File: src/rtl/uart_rx.sv
// uart_rx: 8-bit + parity + stop UART receiver; UART_RX_MAJORITY_EN selects 2-of-3 mid-bit voting.
// Latency: strobe HALF+2..3 clk after stop-bit edge (+1 when voting); no backpressure, consumer takes the strobe.
module uart_rx #(
  parameter int CHECK_MODE = 1,
  parameter int BAUD_NUM   = 50_000_000 / 115200
) (
  input  logic       clk,
  input  logic       rstn,
  input  logic       rx,
  output logic [7:0] rx_data,
  output logic       rx_data_valid,
  output logic       rx_parity_err,
  output logic       rx_frame_err,
  output logic       rx_busy
);
  localparam int HALF = BAUD_NUM / 2;
  localparam logic [8:0] BAUD_LAST = 9'(BAUD_NUM - 1);
  localparam logic       ODD_MODE  = 1'(CHECK_MODE);

  typedef enum logic [2:0] {IDLE, START, DATA, CHECK, STOP} state_t;

  state_t     state, state_n;
  logic       rx_q1, rx_s, rx_d;
  logic [8:0] baud_cnt;
  logic [2:0] bit_cnt;
  logic [7:0] shift_r;
  logic       par_r;
  logic       fall_pend;
  logic       fall, baud_end, smp_tick, sample;

  always_ff @(posedge clk or negedge rstn) begin
    if (!rstn) begin
      rx_q1 <= 1'b1;
      rx_s  <= 1'b1;
      rx_d  <= 1'b1;
    end else begin
      rx_q1 <= rx;
      rx_s  <= rx_q1;
      rx_d  <= rx_s;
    end
  end

  assign fall     = rx_d & ~rx_s;
  assign baud_end = (baud_cnt == BAUD_LAST);

`ifdef UART_RX_MAJORITY_EN
  logic smp_a, smp_b;

  always_ff @(posedge clk or negedge rstn) begin
    if (!rstn) begin
      smp_a <= 1'b1;
      smp_b <= 1'b1;
    end else begin
      if (baud_cnt == 9'(HALF - 2)) smp_a <= rx_s;
      if (baud_cnt == 9'(HALF - 1)) smp_b <= rx_s;
    end
  end

  assign smp_tick = (baud_cnt == 9'(HALF));
  assign sample   = (smp_a & smp_b) | (smp_a & rx_s) | (smp_b & rx_s);
`else
  assign smp_tick = (baud_cnt == 9'(HALF - 1));
  assign sample   = rx_s;
`endif

  always_ff @(posedge clk or negedge rstn) begin
    if (!rstn) state <= IDLE;
    else       state <= state_n;
  end

  always_comb begin
    state_n = state;
    case (state)
      IDLE:    if (fall || fall_pend) state_n = START;
      START: begin
        if (smp_tick && sample) state_n = IDLE;
        else if (baud_end)      state_n = DATA;
      end
      DATA:    if (baud_end && bit_cnt == 3'd7) state_n = CHECK;
      CHECK:   if (baud_end) state_n = STOP;
      STOP:    if (smp_tick) state_n = IDLE;
      default: state_n = IDLE;
    endcase
  end

  // A start edge landing on the cycle STOP exits would be invisible to IDLE, so hold it one cycle.
  always_ff @(posedge clk or negedge rstn) begin
    if (!rstn) fall_pend <= 1'b0;
    else       fall_pend <= (state == STOP) && smp_tick && fall;
  end

  always_ff @(posedge clk or negedge rstn) begin
    if (!rstn) begin
      baud_cnt <= '0;
      bit_cnt  <= '0;
    end else begin
      if (state == IDLE || baud_end) baud_cnt <= '0;
      else                           baud_cnt <= baud_cnt + 9'd1;
      if (state != DATA)  bit_cnt <= '0;
      else if (baud_end)  bit_cnt <= bit_cnt + 3'd1;
    end
  end

  always_ff @(posedge clk or negedge rstn) begin
    if (!rstn) begin
      shift_r       <= '0;
      par_r         <= 1'b0;
      rx_data       <= '0;
      rx_parity_err <= 1'b0;
      rx_frame_err  <= 1'b0;
      rx_data_valid <= 1'b0;
    end else begin
      rx_data_valid <= 1'b0;
      if (smp_tick) begin
        if (state == DATA)  shift_r[bit_cnt] <= sample;
        if (state == CHECK) par_r <= sample;
        if (state == STOP) begin
          rx_data       <= shift_r;
          rx_parity_err <= ((^shift_r) ^ par_r) != ODD_MODE;
          rx_frame_err  <= ~sample;
          rx_data_valid <= 1'b1;
        end
      end
    end
  end

  assign rx_busy = (state != IDLE);

endmodule

File: config.mk
export PLATFORM = sky130hd
export DESIGN_NAME = uart_rx
export DESIGN_NICKNAME = d
export VERILOG_FILES = /design/src/rtl/uart_rx.sv
export SDC_FILE = /design/constraint.sdc
export NUM_CORES = 1
export LEC_CHECK = 0
export ABC_AREA = 1
export CORE_UTILIZATION = 55
export DETAILED_ROUTE_END_ITERATION = 6
export GPL_TIMING_DRIVEN = 0
export PLACE_DENSITY = 0.79
export SYNTH_ARGS = -nofsm -noshare
export SYNTH_HDL_FRONTEND = slang
export SYNTH_SLANG_ARGS = --single-unit
File: constraint.sdc
create_clock -name clk -period 1.73 [get_ports clk]
set_input_delay 0.173 -clock clk [delete_from_list [all_inputs] [get_ports clk]]
set_output_delay 0.173 -clock clk [all_outputs]
set_load 0.02 [all_outputs]
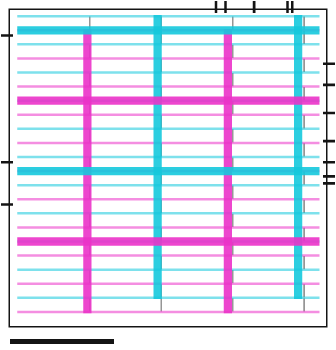
run_1/floorplan.png
Bar = 20 um. Pins as bars on the die edge. Tap cells in gray.
Cyan is VDD. Magenta is VSS.
15 signal pins sit on the boundary. 4 straps on met5.
peak supply drop: 0.8724 mV
Die Ht: 61.04 um

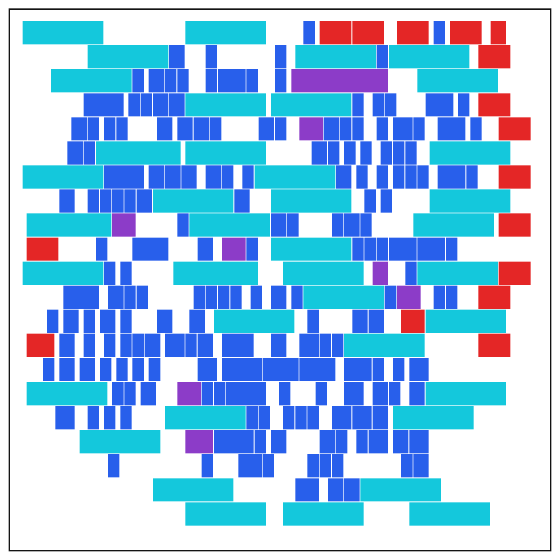
run_1/class_map.png
Red is remaining buffers and delay cells, cells 16. Cyan is registers, cells 39. Blue is remaining logic cells, cells 192. Purple is clock drivers and dummy loads, cells 8.
Design Area, Final: 2200 um2
Seq area share: 44.54%

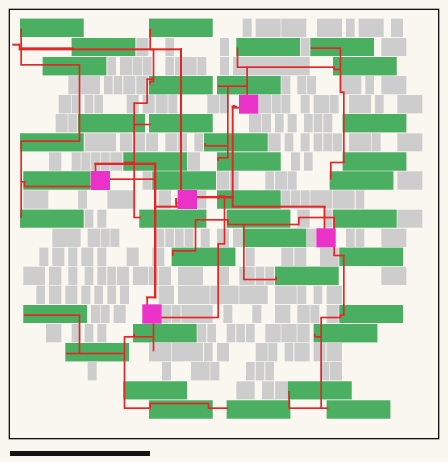
run_1/clock_wires.png
Bar = 20 um.
Magenta is clock-net drivers, count 5. Green is flip-flops, count 39. Red is clock wires, length 471 um.
There are 6 routed clock nets. Position of the flops: all over the die.
Latency at later pin: 350 ps
clock skew: 14.12 ps

==> results.sh, run 1 <==
# yosys + openroad results
export IMPL_place_inst=292
export IMPL_status="complete, no violations"
export IMPL_swShare_pct=33.90
export IMPL_synth_distinct_cells=25
export IMPL_dp_slack_ps=203.3
export IMPL_finalSetupTns_ps=0
export IMPL_cts_hold_buf=1
export IMPL_highest_layer="met4"
export IMPL_grt_max_degree=40
export IMPL_dr_wl_met3_um=135
export IMPL_startpoint="state[0]"
export IMPL_layout_setup_ws_ps=139.9
export IMPL_cts_resized=1
export IMPL_finish_net_count=262
export IMPL_pg_clk_mw=0.617
export IMPL_yosys_warnings=0
export IMPL_maxSlewViolCount=0
export IMPL_mappedNetlistNets=240
export IMPL_first_pass_iters=4
export IMPL_p_switching_mw=0.7546
export IMPL_drt_iter0_drc=47
export IMPL_rows=21
export IMPL_path_class="reg -> out"
export IMPL_area_leaders="dfrtp_1 47%, nand2_1 14%, inv_1 5.5%, nand3_1 5.5%, dfstp_2 4.1%"
export IMPL_worstHoldPathType="in -> reg"
export IMPL_comb_power_share_pct=25.4
export IMPL_grt_antenna_before_repair=0
export IMPL_cts_root_buf="clkbuf_4"
export IMPL_htreeDepth=2
export IMPL_n_antenna_cell=0
export IMPL_power_leader="sequential cells"
export IMPL_synth_stat_cells=232
export IMPL_syn_to_final_growth_pct=14.75
export IMPL_post_route_util_pct=65.92
export IMPL_clkTransAtPathRegs_ps=130
export IMPL_r2r_end="rx_parity_err"
export IMPL_ys_area_um2=1917
export IMPL_cts_tree="built"
export IMPL_synth_largest_area_cell="dfrtp_1"
export IMPL_cpPeakStageDelay_ps=420
export IMPL_hpwl_um=2456
export IMPL_wl_um=3350
export IMPL_ys_ff=39
export IMPL_critical_path_cell_chain="nor2_1, nand2_1, dlygate4sd2_1"
export IMPL_hold_start="rx"
export IMPL_post_cts_buffers=0
export IMPL_openroad_warnings=28
export IMPL_synthCells=232
export IMPL_ys_seq_share_pct=51.11
export IMPL_slowest_stage="dfrtp_1"
[run 1: cell families after synthesis]
kind of cell	synth area share (%)
buf+inv	6.267
simple gates	31.14
compound gates	7.767
xor+xnor	0.4570
flops	51.11
fa+ha+maj	3.264
[run 1: layout make-up]
class | instances | area, um2 | share of cell area, %
Inverter | 30 | 112.6 | 5.119
Sequential cell | 39 | 979.7 | 44.54
Clock inverter | 3 | 43.79 | 1.991
Multi-Input combinational cell | 162 | 817.0 | 37.14
Buffer | 1 | 7.507 | 0.3413
Tap cell | 46 | 57.56 | 2.617
Clock buffer | 5 | 37.54 | 1.706
Timing Repair Buffer | 15 | 143.9 | 6.542
[run 1: layer usage]
layer,vias to the layer above,global-route usage [%]
met1,706,27.67
met4,0,7.792
met5,-,0
met3,7,5.042
li1,783,-
met2,31,32.92
[run 1: flip-flops by register name (all words and copies together) (netlist names)]
| register | cells |
|---|---|
| rx_frame_err | 1 |
| rx_data | 8 |
| par_r | 1 |
| rx_d | 1 |
| baud_cnt | 9 |
| bit_cnt | 3 |
| rx_parity_err | 1 |
| rx_s | 1 |
| shift_r | 8 |
| state | 3 |
| fall_pend | 1 |
| rx_data_valid | 1 |
| rx_q1 | 1 |
[run 1: synth_stat cells, drive strengths merged]
cell and n:
nor3 8, or2 1, dfstp 3, inv 30, nand3 22, dfrtp 36, nor3b 2, nand2 75
nand4 1, xnor2 1, nor4 1, ha 5, o21ai 19, a21oi 5, and3 1, nor2 20
a31oi 1, buf 1
[run 1: worst max path at each step]
stage	endpoint	slack (ps)	depth (start not counted)
2_1_floorplan	state[0]	360	8
3_3_place_gp	state[2]	-410	1
3_5_place_dp	rx_parity_err	200	8
4_1_cts	rx_busy	130	3
5_1_grt	rx_parity_err	60	8
6_report	rx_busy	140	3
--- run 2 (diff from run 1) ---
--- a/config.mk
+++ b/config.mk
@@ -6,9 +6,11 @@
 export NUM_CORES = 1
 export LEC_CHECK = 0
 export ABC_AREA = 1
+export CORE_MARGIN = 1.5
 export CORE_UTILIZATION = 55
 export DETAILED_ROUTE_END_ITERATION = 6
 export GPL_TIMING_DRIVEN = 0
+export MAX_ROUTING_LAYER = met4
 export PLACE_DENSITY = 0.79
 export SYNTH_ARGS = -nofsm -noshare
 export SYNTH_HDL_FRONTEND = slang
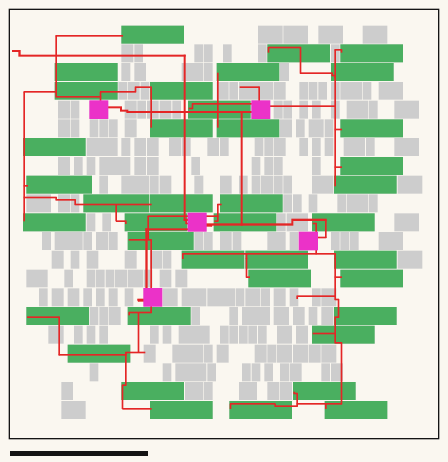
run_2/clock_wires.png
Bar = 20 um.
Red is clock wires, length 462 um. Magenta is clock-net drivers, count 5. Green is flip-flops, count 39.
Position of the flops: all over the die.
clock skew: 11.99 ps
Clock Power: 0.487 mW
Clk pwr share: 23.2%

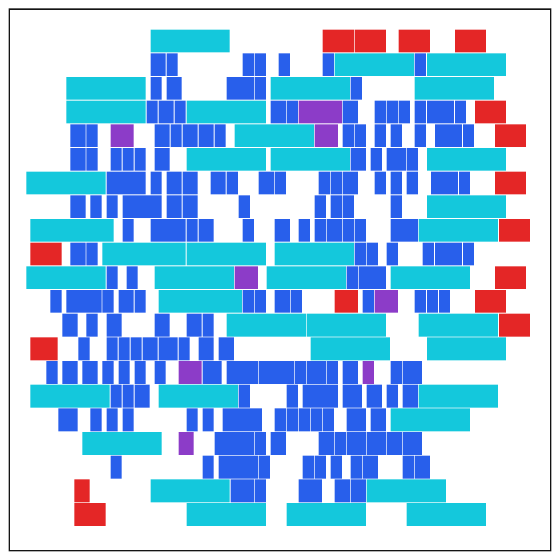
run_2/class_map.png
Cyan is registers, cells 39. Red is remaining buffers and delay cells, cells 16. Purple is clock drivers and dummy loads, cells 8. Blue is remaining logic cells, cells 192.
Core ar.: 3337 um2
Seq area share: 44.97%
Design Area, Final: 2178 um2
Finished Core Util: 65.28%
Core Rows: 21

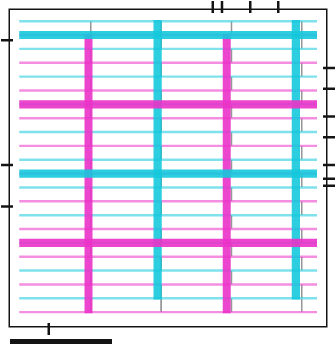
run_2/floorplan.png
Bar = 20 um. Pins as bars on the die edge. Tap cells in gray.
Magenta is VSS. Cyan is VDD.
22 met1 rails follow the rows. 4 straps on met5. 15 signal pins sit on the boundary. 4 straps on met4.
peak supply drop: 0.9321 mV
Die X: 62.04 um
Die Ht: 62.04 um

==> run 2 against run 1 <==
- routed wire length is 0.21% lower
- register-to-register slack hardly changed
- sequential power hardly changed
- via count is 0.33% lower
- final cell count stayed put
- highest routed layer unchanged
==> results.sh, run 2 <==
# yosys + openroad results
export IMPL_status="complete, no violations"
export IMPL_clk_latency_ps=350
export IMPL_synth_largest_area_cell="dfrtp_1"
export IMPL_wl_um=3343
export IMPL_path_class="reg -> out"
export IMPL_first_pass_iters=4
export IMPL_synth_distinct_cells=25
export IMPL_top_usage_layer="met2"
export IMPL_n_antenna_cell=0
export IMPL_slowest_stage="dfrtp_1"
export IMPL_met1_usage_pct=27.87
export IMPL_grt_antenna_before_repair=0
export IMPL_synthCells=232
export IMPL_finalSetupTns_ps=0
export IMPL_openroad_warnings=28
export IMPL_cts_tree="built"
export IMPL_most_common_cell="nand2_1"
export IMPL_clkTransAtPathRegs_ps=110
export IMPL_grt_use_met3_pct=4.969
export IMPL_critical_path_cell_chain="nor2_1, nand2_1, dlygate4sd2_1"
export IMPL_area_leaders="dfrtp_1 47%, nand2_1 14%, inv_1 5.5%, nand3_1 5.5%, dfstp_2 4.1%"
export IMPL_ys_async_sr_fraction_pct=100.0
export IMPL_grt_max_degree=40
export IMPL_ys_area_um2=1917
run 2: cell type report:
type / instances / area share, %
plain buffers: 1 / 0.3446
clock buffers: 7 / 2.527
clock inverters: 1 / 0.2298
inverters: 30 / 5.169
multi-input cells: 162 / 37.51
flip-flops and latches: 39 / 44.97
well taps: 46 / 2.642
repair buffers: 15 / 6.605
run 2: worst reg2reg max path, stage by stage (launching register included):
cell and delay (ps):
dfrtp_1 440, inv_1 80, ha_1 130, nand2_1 80, nor2_4 130, nand3_2 190, buf_4 250, nand2_1 80
nand2_1 50
run 2: routing by layer:
layer,part of all wire (%),vias to the layer above
li1,-,787
met5,0,-
met3,4.6,8
met4,2.0,0
met2,44,29
met1,49,698
run 2: cell families (layout without fill, tap and decap cells):
group                    count (synthesis)  count (layout)  synth area share [%]
AND/OR/NAND/NOR                        131             131                 31.14
flip-flops                              39              39                 51.11
buffers and inverters                   31              54                 6.267
AND-OR/OR-AND                           25              25                 7.767
adder cells (fa/ha/maj)                  5               5                 3.264
XOR/XNOR                                 1               1                0.4570
run 2: final timing paths:
kind / from / to / slack (ps)
hold / removal: rx / rx_q1 / 220
min in group asynchronous: rstn / baud_cnt[3] / 440
setup reg to reg: baud_cnt[0] / rx_data[7] / 200
setup / recovery: state[0] / rx_busy / 150
max in group asynchronous: rstn / baud_cnt[1] / 760
hold reg to reg: rx_q1 / rx_s / 360
run 2: power by group:
group,total (mW),internal (mW),leakage (nW),switching (mW)
logic,0.563,0.183,0.472,0.380
clock network,0.487,0.197,0.0353,0.290
registers,1.05,0.985,0.528,0.0614
total,2.10,1.36,1.04,0.731
run 2: timing repair:
action / 4_1_cts / 5_1_grt
setup endpoints to repair: 1 / 0
buffers inserted: 0 / 0
endpoints found under the hold margin: 36 / 0
hold buffers: 1 / 0
resized: 1 / 0
Power figures rest on the tool's default switching activity, not on a simulated workload.
